--- src/rtl/beta_pipe_ctrl_n_if.sv ---
// Control bundle between the issue/retire front end and beta_pipe_ctrl_n.
// Signals are named without direction suffixes; the modports give direction.
interface beta_pipe_ctrl_n_if #(
    parameter int StageNum     = 3,
    parameter int RegAddrWidth = 5
);
    localparam int CW = $clog2(StageNum + 1);

    logic [StageNum-1:0]     pcu_busy;
    logic                    pcu_issue;
    logic                    pcu_issue_rd_we;
    logic [RegAddrWidth-1:0] pcu_issue_rd_addr;
    logic [RegAddrWidth-1:0] pcu_rs1_addr;
    logic [RegAddrWidth-1:0] pcu_rs2_addr;
    logic                    pcu_rs1_used;
    logic                    pcu_rs2_used;
    logic                    pcu_retire;
    logic                    pcu_retire_rd_we;
    logic [RegAddrWidth-1:0] pcu_retire_rd_addr;
    logic                    pcu_redirect;
    logic                    pcu_fetch_en;
    logic [StageNum-2:0]     pcu_stall;
    logic [StageNum-2:0]     pcu_flush;
    logic                    pcu_hazard;
    logic [CW-1:0]           pcu_inflight;
    logic                    pcu_sb_err;

    modport master (
        output pcu_busy, pcu_issue, pcu_issue_rd_we, pcu_issue_rd_addr,
               pcu_rs1_addr, pcu_rs2_addr, pcu_rs1_used, pcu_rs2_used,
               pcu_retire, pcu_retire_rd_we, pcu_retire_rd_addr, pcu_redirect,
        input  pcu_fetch_en, pcu_stall, pcu_flush, pcu_hazard, pcu_inflight, pcu_sb_err
    );

    modport slave (
        input  pcu_busy, pcu_issue, pcu_issue_rd_we, pcu_issue_rd_addr,
               pcu_rs1_addr, pcu_rs2_addr, pcu_rs1_used, pcu_rs2_used,
               pcu_retire, pcu_retire_rd_we, pcu_retire_rd_addr, pcu_redirect,
        output pcu_fetch_en, pcu_stall, pcu_flush, pcu_hazard, pcu_inflight, pcu_sb_err
    );
endinterface

--- src/rtl/beta_pipe_ctrl_n.sv ---
// In-order pipeline controller: fetch gating, per-stage stall/flush, RAW
// scoreboard with in-flight count and sticky bookkeeping error.
//
// state    | meaning
// ST_IDLE  | one settle cycle after reset; outputs held quiet, bookkeeping off
// ST_RUN   | normal issue/retire operation, fetch may be enabled
// ST_FLUSH | fetch blocked after a redirect until the flush down-counter hits 0
module beta_pipe_ctrl_n #(
    parameter int StageNum     = 3,
    parameter int FlushCycles  = 1,
    parameter int RegAddrWidth = 5
) (
    input  logic              clk_i,
    input  logic              rst_i,
    beta_pipe_ctrl_n_if.slave bus
);
    localparam int CW   = $clog2(StageNum + 1);
    localparam int NReg = 2 ** RegAddrWidth;
    localparam int FW   = 3;
    localparam logic [CW-1:0] InflMax   = CW'(StageNum);
    localparam logic [FW-1:0] FlushLoad = FW'(FlushCycles);

    typedef enum logic [1:0] {
        ST_IDLE  = 2'd0,
        ST_RUN   = 2'd1,
        ST_FLUSH = 2'd2
    } state_t;

    state_t              state_q, state_d;
    logic [FW-1:0]       flush_cnt_q, flush_cnt_d;
    logic [CW-1:0]       pend_q [NReg];
    logic [CW-1:0]       pend_d [NReg];
    logic [CW-1:0]       infl_q, infl_d;
    logic                err_q, err_d;
    logic                active, live, hazard_raw;
    logic                sb_inc, sb_dec, sb_same;
    logic [StageNum-2:0] stall_raw, bubble_vec, flush_v;

    assign active     = (state_q != ST_IDLE);
    assign live       = active & ~rst_i;
    // Entry 0 is never written, so r0 always reads as not pending.
    assign hazard_raw = (bus.pcu_rs1_used & (pend_q[bus.pcu_rs1_addr] != '0))
                      | (bus.pcu_rs2_used & (pend_q[bus.pcu_rs2_addr] != '0));
    assign sb_inc  = bus.pcu_issue & bus.pcu_issue_rd_we & (bus.pcu_issue_rd_addr != '0);
    assign sb_dec  = bus.pcu_retire & bus.pcu_retire_rd_we & (bus.pcu_retire_rd_addr != '0);
    assign sb_same = sb_inc & sb_dec & (bus.pcu_issue_rd_addr == bus.pcu_retire_rd_addr);

    always_ff @(posedge clk_i) begin
        if (rst_i) begin
            state_q     <= ST_IDLE;
            flush_cnt_q <= '0;
        end else begin
            state_q     <= state_d;
            flush_cnt_q <= flush_cnt_d;
        end
    end

    always_comb begin
        state_d     = state_q;
        flush_cnt_d = flush_cnt_q;
        case (state_q)
            ST_IDLE: state_d = ST_RUN;
            ST_RUN: begin
                if (bus.pcu_redirect) begin
                    state_d     = ST_FLUSH;
                    flush_cnt_d = FlushLoad;
                end
            end
            ST_FLUSH: begin
                if (bus.pcu_redirect) begin
                    flush_cnt_d = FlushLoad;
                end else if (flush_cnt_q == FW'(1)) begin
                    state_d     = ST_RUN;
                    flush_cnt_d = '0;
                end else begin
                    flush_cnt_d = flush_cnt_q - 1'b1;
                end
            end
            default: state_d = ST_IDLE;
        endcase
    end

    always_ff @(posedge clk_i) begin
        if (rst_i) begin
            for (int r = 0; r < NReg; r++) pend_q[r] <= '0;
            infl_q <= '0;
            err_q  <= 1'b0;
        end else begin
            pend_q <= pend_d;
            infl_q <= infl_d;
            err_q  <= err_d;
        end
    end

    // A redirect wipes the in-flight window, so same-cycle issue/retire are dropped.
    always_comb begin
        pend_d = pend_q;
        infl_d = infl_q;
        err_d  = err_q;
        if (active) begin
            if (bus.pcu_redirect) begin
                for (int r = 0; r < NReg; r++) pend_d[r] = '0;
                infl_d = '0;
            end else begin
                if (bus.pcu_issue & hazard_raw) err_d = 1'b1;
                if (bus.pcu_issue & ~bus.pcu_retire) begin
                    if (infl_q == InflMax) err_d = 1'b1;
                    else                   infl_d = infl_q + 1'b1;
                end else if (bus.pcu_retire & ~bus.pcu_issue) begin
                    if (infl_q == '0) err_d = 1'b1;
                    else              infl_d = infl_q - 1'b1;
                end
                if (!sb_same) begin
                    if (sb_inc && pend_q[bus.pcu_issue_rd_addr] != '1)
                        pend_d[bus.pcu_issue_rd_addr] = pend_q[bus.pcu_issue_rd_addr] + 1'b1;
                    if (sb_dec) begin
                        if (pend_q[bus.pcu_retire_rd_addr] == '0)
                            err_d = 1'b1;
                        else
                            pend_d[bus.pcu_retire_rd_addr] = pend_q[bus.pcu_retire_rd_addr] - 1'b1;
                    end
                end
            end
        end
    end

    always_comb begin
        stall_raw = '0;
        for (int j = 0; j < StageNum - 1; j++) stall_raw[j] = |(bus.pcu_busy >> (j + 1));
        stall_raw[0] = stall_raw[0] | hazard_raw;
    end

    // On a decode hazard with stage 1 free, clear pipe register 1 to insert a bubble.
    if (StageNum >= 3) begin : g_bubble
        assign bubble_vec = (StageNum-1)'({hazard_raw & ~stall_raw[1], 1'b0});
    end else begin : g_no_bubble
        assign bubble_vec = '0;
    end

    always_comb begin
        flush_v          = '1;
        bus.pcu_fetch_en = 1'b0;
        bus.pcu_stall    = '0;
        bus.pcu_flush    = '1;
        bus.pcu_hazard   = 1'b0;
        bus.pcu_inflight = '0;
        bus.pcu_sb_err   = 1'b0;
        if (live) begin
            flush_v          = {(StageNum-1){bus.pcu_redirect}} | bubble_vec;
            bus.pcu_flush    = flush_v;
            bus.pcu_stall    = stall_raw & ~flush_v;
            bus.pcu_hazard   = hazard_raw;
            bus.pcu_fetch_en = (state_q == ST_RUN) & ~bus.pcu_redirect & ~hazard_raw
                             & ~(|bus.pcu_busy);
            bus.pcu_inflight = infl_q;
            bus.pcu_sb_err   = err_q;
        end
    end
endmodule
--- src/flat_wrapper.sv ---
// flat-port wrapper written by rule: the top's interface ports become plain ports
module beta_pipe_ctrl_n_flat 
#(
    parameter int StageNum     = 3,
    parameter int FlushCycles  = 1,
    parameter int RegAddrWidth = 5
)
  (clk_i, rst_i, bus_pcu_busy, bus_pcu_issue, bus_pcu_issue_rd_we, bus_pcu_issue_rd_addr, bus_pcu_rs1_addr, bus_pcu_rs2_addr, bus_pcu_rs1_used, bus_pcu_rs2_used, bus_pcu_retire, bus_pcu_retire_rd_we, bus_pcu_retire_rd_addr, bus_pcu_redirect, bus_pcu_fetch_en, bus_pcu_stall, bus_pcu_flush, bus_pcu_hazard, bus_pcu_inflight, bus_pcu_sb_err);
  beta_pipe_ctrl_n_if #(.StageNum(StageNum), .RegAddrWidth(RegAddrWidth)) bus_i ();
  input  logic clk_i;
  input  logic rst_i;
  input wire logic [$bits(bus_i.pcu_busy)-1:0] bus_pcu_busy;
  input wire logic [$bits(bus_i.pcu_issue)-1:0] bus_pcu_issue;
  input wire logic [$bits(bus_i.pcu_issue_rd_we)-1:0] bus_pcu_issue_rd_we;
  input wire logic [$bits(bus_i.pcu_issue_rd_addr)-1:0] bus_pcu_issue_rd_addr;
  input wire logic [$bits(bus_i.pcu_rs1_addr)-1:0] bus_pcu_rs1_addr;
  input wire logic [$bits(bus_i.pcu_rs2_addr)-1:0] bus_pcu_rs2_addr;
  input wire logic [$bits(bus_i.pcu_rs1_used)-1:0] bus_pcu_rs1_used;
  input wire logic [$bits(bus_i.pcu_rs2_used)-1:0] bus_pcu_rs2_used;
  input wire logic [$bits(bus_i.pcu_retire)-1:0] bus_pcu_retire;
  input wire logic [$bits(bus_i.pcu_retire_rd_we)-1:0] bus_pcu_retire_rd_we;
  input wire logic [$bits(bus_i.pcu_retire_rd_addr)-1:0] bus_pcu_retire_rd_addr;
  input wire logic [$bits(bus_i.pcu_redirect)-1:0] bus_pcu_redirect;
  output wire logic [$bits(bus_i.pcu_fetch_en)-1:0] bus_pcu_fetch_en;
  output wire logic [$bits(bus_i.pcu_stall)-1:0] bus_pcu_stall;
  output wire logic [$bits(bus_i.pcu_flush)-1:0] bus_pcu_flush;
  output wire logic [$bits(bus_i.pcu_hazard)-1:0] bus_pcu_hazard;
  output wire logic [$bits(bus_i.pcu_inflight)-1:0] bus_pcu_inflight;
  output wire logic [$bits(bus_i.pcu_sb_err)-1:0] bus_pcu_sb_err;
  assign bus_i.pcu_busy = bus_pcu_busy;
  assign bus_i.pcu_issue = bus_pcu_issue;
  assign bus_i.pcu_issue_rd_we = bus_pcu_issue_rd_we;
  assign bus_i.pcu_issue_rd_addr = bus_pcu_issue_rd_addr;
  assign bus_i.pcu_rs1_addr = bus_pcu_rs1_addr;
  assign bus_i.pcu_rs2_addr = bus_pcu_rs2_addr;
  assign bus_i.pcu_rs1_used = bus_pcu_rs1_used;
  assign bus_i.pcu_rs2_used = bus_pcu_rs2_used;
  assign bus_i.pcu_retire = bus_pcu_retire;
  assign bus_i.pcu_retire_rd_we = bus_pcu_retire_rd_we;
  assign bus_i.pcu_retire_rd_addr = bus_pcu_retire_rd_addr;
  assign bus_i.pcu_redirect = bus_pcu_redirect;
  assign bus_pcu_fetch_en = bus_i.pcu_fetch_en;
  assign bus_pcu_stall = bus_i.pcu_stall;
  assign bus_pcu_flush = bus_i.pcu_flush;
  assign bus_pcu_hazard = bus_i.pcu_hazard;
  assign bus_pcu_inflight = bus_i.pcu_inflight;
  assign bus_pcu_sb_err = bus_i.pcu_sb_err;
  beta_pipe_ctrl_n #(.StageNum(StageNum), .FlushCycles(FlushCycles), .RegAddrWidth(RegAddrWidth)) u_core (.clk_i(clk_i), .rst_i(rst_i), .bus(bus_i));
endmodule
--- config.mk ---
export PLATFORM = sky130hd
export DESIGN_NAME = beta_pipe_ctrl_n_flat
export DESIGN_NICKNAME = d
export VERILOG_FILES = /design/src/rtl/beta_pipe_ctrl_n_if.sv /design/src/rtl/beta_pipe_ctrl_n.sv /design/src/flat_wrapper.sv
export SDC_FILE = /design/constraint.sdc
export NUM_CORES = 1
export LEC_CHECK = 0
export CAP_MARGIN = 20
export CELL_PAD_IN_SITES_DETAIL_PLACEMENT = 2
export CELL_PAD_IN_SITES_GLOBAL_PLACEMENT = 2
export CORE_ASPECT_RATIO = 0.7
export CORE_MARGIN = 5
export CORE_UTILIZATION = 34
export CTS_BUF_LIST = sky130_fd_sc_hd__clkbuf_8 sky130_fd_sc_hd__clkbuf_16
export DETAILED_ROUTE_END_ITERATION = 8
export GPL_ROUTABILITY_DRIVEN = 0
export GPL_TIMING_DRIVEN = 0
export HOLD_SLACK_MARGIN = 0.15
export PLACE_DENSITY = 0.88
export SLEW_MARGIN = 20
export SYNTH_ARGS = -nofsm -noshare
export SYNTH_HDL_FRONTEND = slang
export SYNTH_SLANG_ARGS = --single-unit
--- constraint.sdc ---
create_clock -name clk_i -period 3.75 [get_ports clk_i]
set_clock_uncertainty 0.15 [all_clocks]
set_input_delay 0.5625 -clock clk_i [delete_from_list [all_inputs] [get_ports clk_i]]
set_output_delay 0.5625 -clock clk_i [all_outputs]
set_load 0.02 [all_outputs]
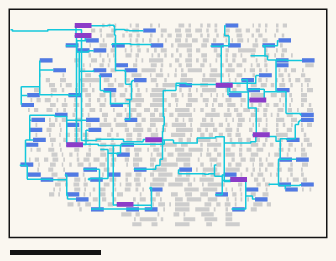
Fig. 1. Clock wires, drivers and flops.
Scale bar: 50 µm.
[clock drivers] purple | count: 9
[flip-flops] blue | count: 72
[clock wires] cyan | length: 1490 µm
routed clock nets: 10
Clk pwr share: 44.3%
Clk. pwr: 1.02 mW
Late-Pin Clk Latency: 0.38 ns

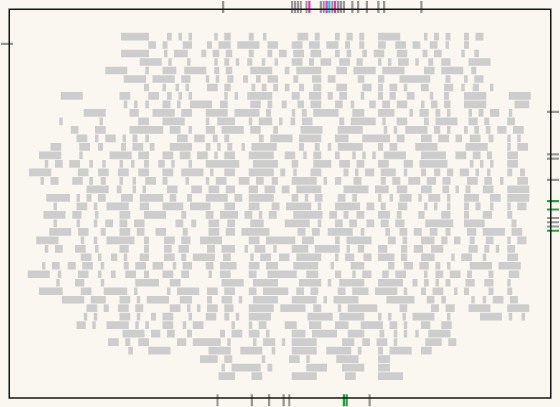
Fig. 2. Pin placement.
Pins as bars across the die edge, other pins in grey.
| port | colour | pins | direction | edge |
|---|---|---|---|---|
| bus_pcu_busy | magenta | 3 | input | top |
| bus_pcu_retire_rd_addr | green | 5 | input | 3 right, 2 bottom |
| bus_pcu_fetch_en | cyan | 1 | output | top |
all pins by edge: 22 top, 10 right, 8 bottom, 1 left
Die W: 173 µm
port bufs: 34
Die H: 124.1 µm

==> notes.md <==
impl run done, here's what came out: WP buf/inv=3, Yosys Chip Area=6324 µm², clk buf depth=2, # diodes=2, largest net degree at the start of global routing=15, Layout clock area frac=under 10%, met2 GRT Util=a little over half, CP startpoint kind=input port, worst min path class=input port to flop, Seq/total area=18.25%, Yosys cell types=61, Leading cell kind=combinational gates, n_taps=236, Reg area=roughly 1400 µm², Gate Area=4776 µm², Rel. slew slack=31.43%, Total Routed Length=40000 µm, Vias/cell=7.485, tool warnings=27, crit path max fanout=10, crit path from=bus_pcu_rs1_addr[0], synth top area cells=dfxtp_1, mux4_2, mux2i_1, Nets=between 800 and 900, cells after synthesis=about 740, setup violators final=between 40 and 50, Worst Tran Pin Value=1.028 ns, CP arrival=around 3.3 ns, final hold vios=0, antenna violations before repair=4, CTS Sinks=between 70 and 80, vias=around 7900, reg-to-reg setup timing slack=-0.12 ns, Tcrit/Tclk final=107.8%, Async S/R FF share, synth=0%, Final Max Slew Viols=0, hpwl dp=23920 µm, hold path cells=2, Post-route DRC=0, first-pass GRT wire length=54500 µm, syn_area_per_cell=8.534 µm², grt peak-use layer=met2, Comb/total area=between 60% and 70%, DRT antenna net count=0, DR iter-0 viols=1342, yosys xor share=0.6925%, share of cells above drive strength 1=24.36%, Synth Warn #=0, Num CTS Buffers=9, Adders+Majority by Area=0.7915%, Non-Clock Buffer Area Fraction=12.99%, Worst Slack Setup Final=-0.2924 ns, failing checks=negative setup slack, VDD IR max=0.0002113 V, worst hold margin=roughly 0.29 ns, Wirelength per Cell=37.92 µm, std cell rows=41, critical path type=input port to output port, status=complete, but fails checks, Seq cells=72, Combinational Power Share=21.9%, top-count cell post-synth=nor2_1, die area=21470 µm², most used flip-flop cell=dfxtp_1, IO Pins=41, P_sw=795.2 µW, fill count=~2000
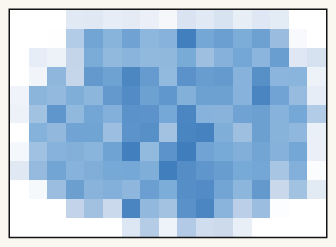
Fig. 3. Local utilization.
17 x 12 tiles, from white (low) to dark blue (high), 0 to 100% covered.
nearly empty tiles: 15%
fullest tile: 69%
densest ninth of the die: middle
fp util: 34.82%
final core utilization: 43.67%
core region area: 18160 µm²

[power groups by stage]
stage / sequential [mW] / combinational, mW / clock (mW)
3_3_place_gp: 0.797 / 0.383 / 0
6_report: 0.781 / 0.507 / 1.02
2_1_floorplan: 0.794 / 0.222 / 0
4_1_cts: 0.780 / 0.432 / 1.01
3_5_place_dp: 0.797 / 0.397 / 0
5_1_grt: 0.781 / 0.511 / 1.05
[layout by cell type, fill, tap and decap left out, drive strengths merged, types with 33 or more instances in the layout]
cell    instances
buf            59
clkbuf         49
dfxtp          72
mux2i          68
mux4           45
nand2          70
nand3          33
nor2           93
nor3           36
o21ai          33
[logic make-up (layout without fill, tap and decap cells)]
logic type               count (synthesis)  count (layout)
AND-OR/OR-AND                          162             162
XOR/XNOR                                 5               5
adder cells (fa/ha/maj)                  4               4
buffers and inverters                   78             154
flip-flops                              72              72
multiplexers                           115             115
other                                    0               2
AND/OR/NAND/NOR                        305             305
[repair_timing]
action,CTS,global route
resized,99,77
buffers inserted,16,12
pin swaps,5,10
setup endpoints to repair,67,66
endpoints found under the hold margin,0,0
[per-layer routing]
layer | up-vias | part of all wire, %
li1 | 2985 | -
met1 | 3925 | 36
met2 | 708 | 41
met3 | 277 | 14
met4 | 2 | 8.1
met5 | - | 0.22
[metrics by stage]
| step | instance area [µm²] | instances | power [mW] |
|---|---|---|---|
| after floorplan | 6324 | 741 | 1.016 |
| after global placement | 6959 | 1011 | 1.180 |
| after detailed placement | 6959 | 1011 | 1.195 |
| after CTS | 7679 | 1041 | 2.227 |
| after global routing | 7928 | 1054 | 2.343 |
| final | 7930 | 1055 | 2.313 |
[flip-flops by register name (all words and copies together) (netlist names)]
name and cells:
u_core.pend_q 64, u_core.state_q 2, u_core.infl_q 2, u_core.flush_cnt_q 3, u_core.err_q 1
No activity file was given, so power comes from the tool's default toggle rates.
